==> config.mk <==
export PLATFORM = sky130hd
export DESIGN_NAME = load_store_unit
export DESIGN_NICKNAME = d
export VERILOG_FILES = /design/src/rtl/load_store_unit.sv
export SDC_FILE = /design/constraint.sdc
export NUM_CORES = 1
export LEC_CHECK = 0
export CAP_MARGIN = 20
export CORE_MARGIN = 2
export CORE_UTILIZATION = 40
export CTS_BUF_LIST = sky130_fd_sc_hd__clkbuf_4 sky130_fd_sc_hd__clkbuf_8
export DETAILED_ROUTE_END_ITERATION = 10
export PLACE_DENSITY = 0.74
export SYNTH_ARGS = -nofsm -noshare
export SYNTH_HDL_FRONTEND = slang
export SYNTH_SLANG_ARGS = --single-unit
==> constraint.sdc <==
create_clock -name clk -period 4.71 [get_ports clk]
set_input_delay 0.942 -clock clk [delete_from_list [all_inputs] [get_ports clk]]
set_output_delay 0.942 -clock clk [all_outputs]
set_load 0.05 [all_outputs]
Figure 1. Metal 1.
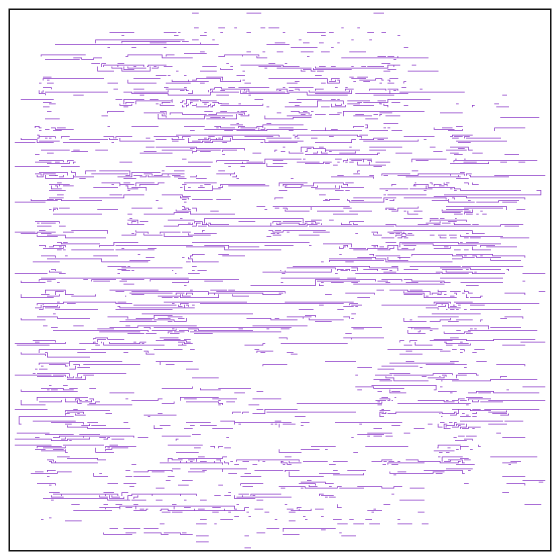
longest straight run	37.3 µm
share of all routed wire	40%
nets with wire on the layer	811
wire length on this layer	6,740 µm
main direction	horizontal
met1 track demand over resource: 27.2%
total wire length after detailed routing: 16,800 µm
via count: 5,250

Figure 2. Cell outlines without signal wires.
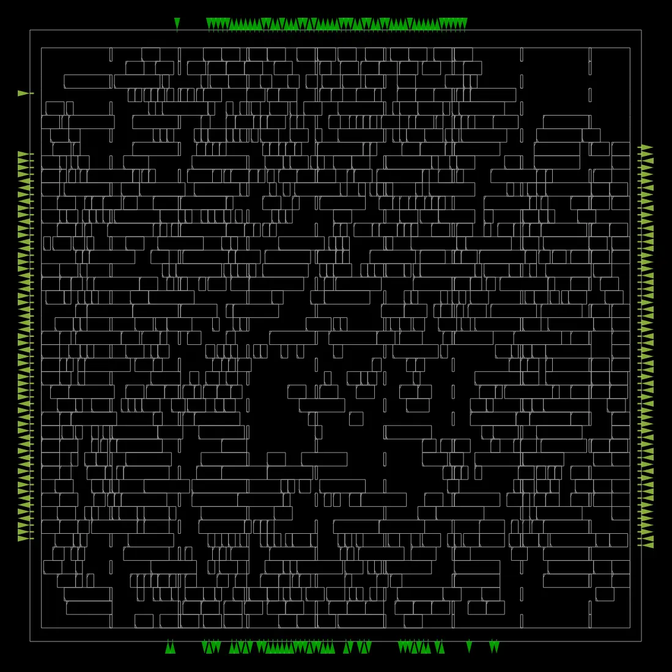
count of sequential standard cells: 115
Cell Count, Final, Fillers Out: 1,040
Post-Route Utilization: 60.4%
# Taps: 180
Std-Cell Core Area: 0.0139 mm²

Figure 3. Met2 routing.
Cells faint in the background.
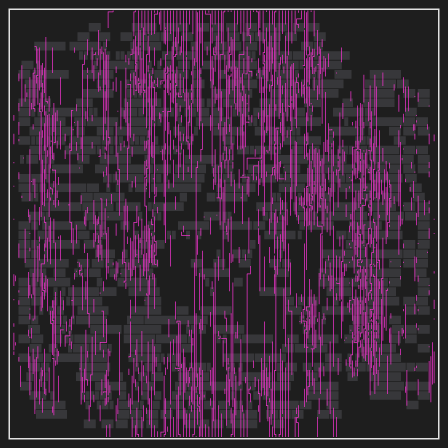
share of all routed wire	49%
main direction	vertical
longest straight run	50.1 µm
met2 track demand over resource in global routing: 37.7%

Figure 4. Where the registers sit.
Other sequential cells in the stronger grey, the rest of the logic in the fainter grey.
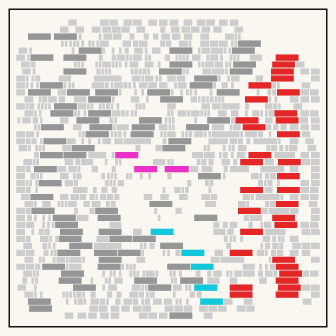
colour	name in the netlist	placed flops
red	wb_data	32
cyan	wb_rd	5
magenta	f3	3
sequential share of cell area: 34.3%
area taken by flip-flops and latches: 0.00288 mm²
P_seq: 1.65 mW

==> out/notes.md <==
Measured along the x axis, the die boundary spans 123 µm. The type of origin of the critical path is a flop. The run gives 0.267 mV for the maximum vdd drop. According to the floorplan report, the total die area is 0.0152 mm². The number of placed instances, taps included is 1,008.

The overall global routing resource usage is 22.7%. The number of buffers inserted by hold repair at cts is 0. Setup repair after global routing left no endpoint under its margin.

Per the detail_route report, vias per standard cell equal 5.05. The worst setup slack after placement was 1.11 ns; the ratio of cells with drive above 1 in the final layout was 7.56%. For reference, the final report shows the hold violation count at 0. The critical path contains buffers and inverters numbering 3 combined.

The worst path needs 4.03 ns of the cycle, external delays included. The first global-routing pass estimated 26,500 µm of wire. According to the I/O placement log, the pin count is 222.

The cell type with the largest total area was sky130_fd_sc_hd__dfrtp_1. The logs give 17 for the number of buffers inserted during clock tree synthesis and 0.00569 mm² for the area of the synthesized netlist per yosys stat. Power spread over the standard cell area amounts to 614 mW/mm². The run gives 50.6% for the area share of the largest cell type after synthesis.

The cell resize tally after clock tree synthesis was 0. For this design the static power due to leakage is 3.92 nW. The clock passes through at most 2 buffers. After synthesis, the cell types taking the most area are sky130_fd_sc_hd__dfrtp_1 51%, sky130_fd_sc_hd__nand2_1 16%, sky130_fd_sc_hd__and2_1 4.9%, sky130_fd_sc_hd__mux2i_1 3.3%, sky130_fd_sc_hd__a21oi_1 2.6%.

The delay of the slowest cell on the worst path was 0.81 ns; the clock sink count was 115. Global routing's busiest layer: met2. The worst setup path category is flop to output port. The routed wirelength on the met1 layer is recorded as 6740 µm. With the number of setup violations in the final report at 0, the final clock period utilization by the worst path is 85.5%. The pin closest to its max-slew limit shows a slew of 1.02 ns.

Looking at the clock tree report, the root buffer type is sky130_fd_sc_hd__clkbuf_8. Yosys reported that registers with async set or reset make up 100%. For the detailed route wirelength on metal2, the log shows 8250 µm. The arrival time of data at the critical path endpoint is 3.08 ns, and the area share of xor/xnor cells in the synthesized design is 0%.

The register bit count reported by yosys is 115, and the worst-case setup margin in the final layout is 0.685 ns. The flow ran to the end, and the final reports show no timing, DRC or antenna violations. TritonCTS built the clock tree.

In the Yosys stats the netlist draws on 38 distinct library cells. With the initial antenna violation count at 0, the clock transition at the registers of the reported paths is 0.07 ns. The first TritonRoute pass finished after 4 iterations.

Final hold analysis gives a worst-case slack of 0.452 ns. The setup slack of the worst register-to-register path was 2.48 ns. For this run, the register share of the synthesized area comes to 50.6%.

Per the Yosys statistics, synthesis produced 644 cells. For the worst setup path, the data required time is 3.77 ns. The initial detailed-routing violation count is 321, and the total global routing overflow is 0. Top layer reached by signal wires: met4. The count of buffers added on input and output ports is 219. The floorplan row count is 43.

A synthesized cell averages 8.84 µm². For the share of the core filled by cells before placement, the log shows 41.0%.
## layout by cell type (no fill, tap or decap), drive strengths merged, types with 7 or more instances in the layout
cell type        n
a211oi           7
inv             29
a221oi           7
clkbuf          22
mux2i           19
mux4             7
o21ai           15
nand2          238
and2            45
clkdlybuf4s50  218
buf              9
nor2            39
dfrtp          115
a21oi           39
o22ai           17
## where the power goes
group,switching (mW),internal (mW)
clock network,0.391,0.634
registers,0.314,1.34
logic,1.60,0.871
## cell type report
class | instances | area (µm²)
repair buffers | 227 | 2250
clock inverters | 10 | 153
well taps | 180 | 225
clock buffers | 22 | 297
multi-input cells | 457 | 2470
fillers | 1174 | 5500
flip-flops and latches | 115 | 2880
inverters | 29 | 109
Power figures rest on the tool's default switching activity, not on a simulated workload.
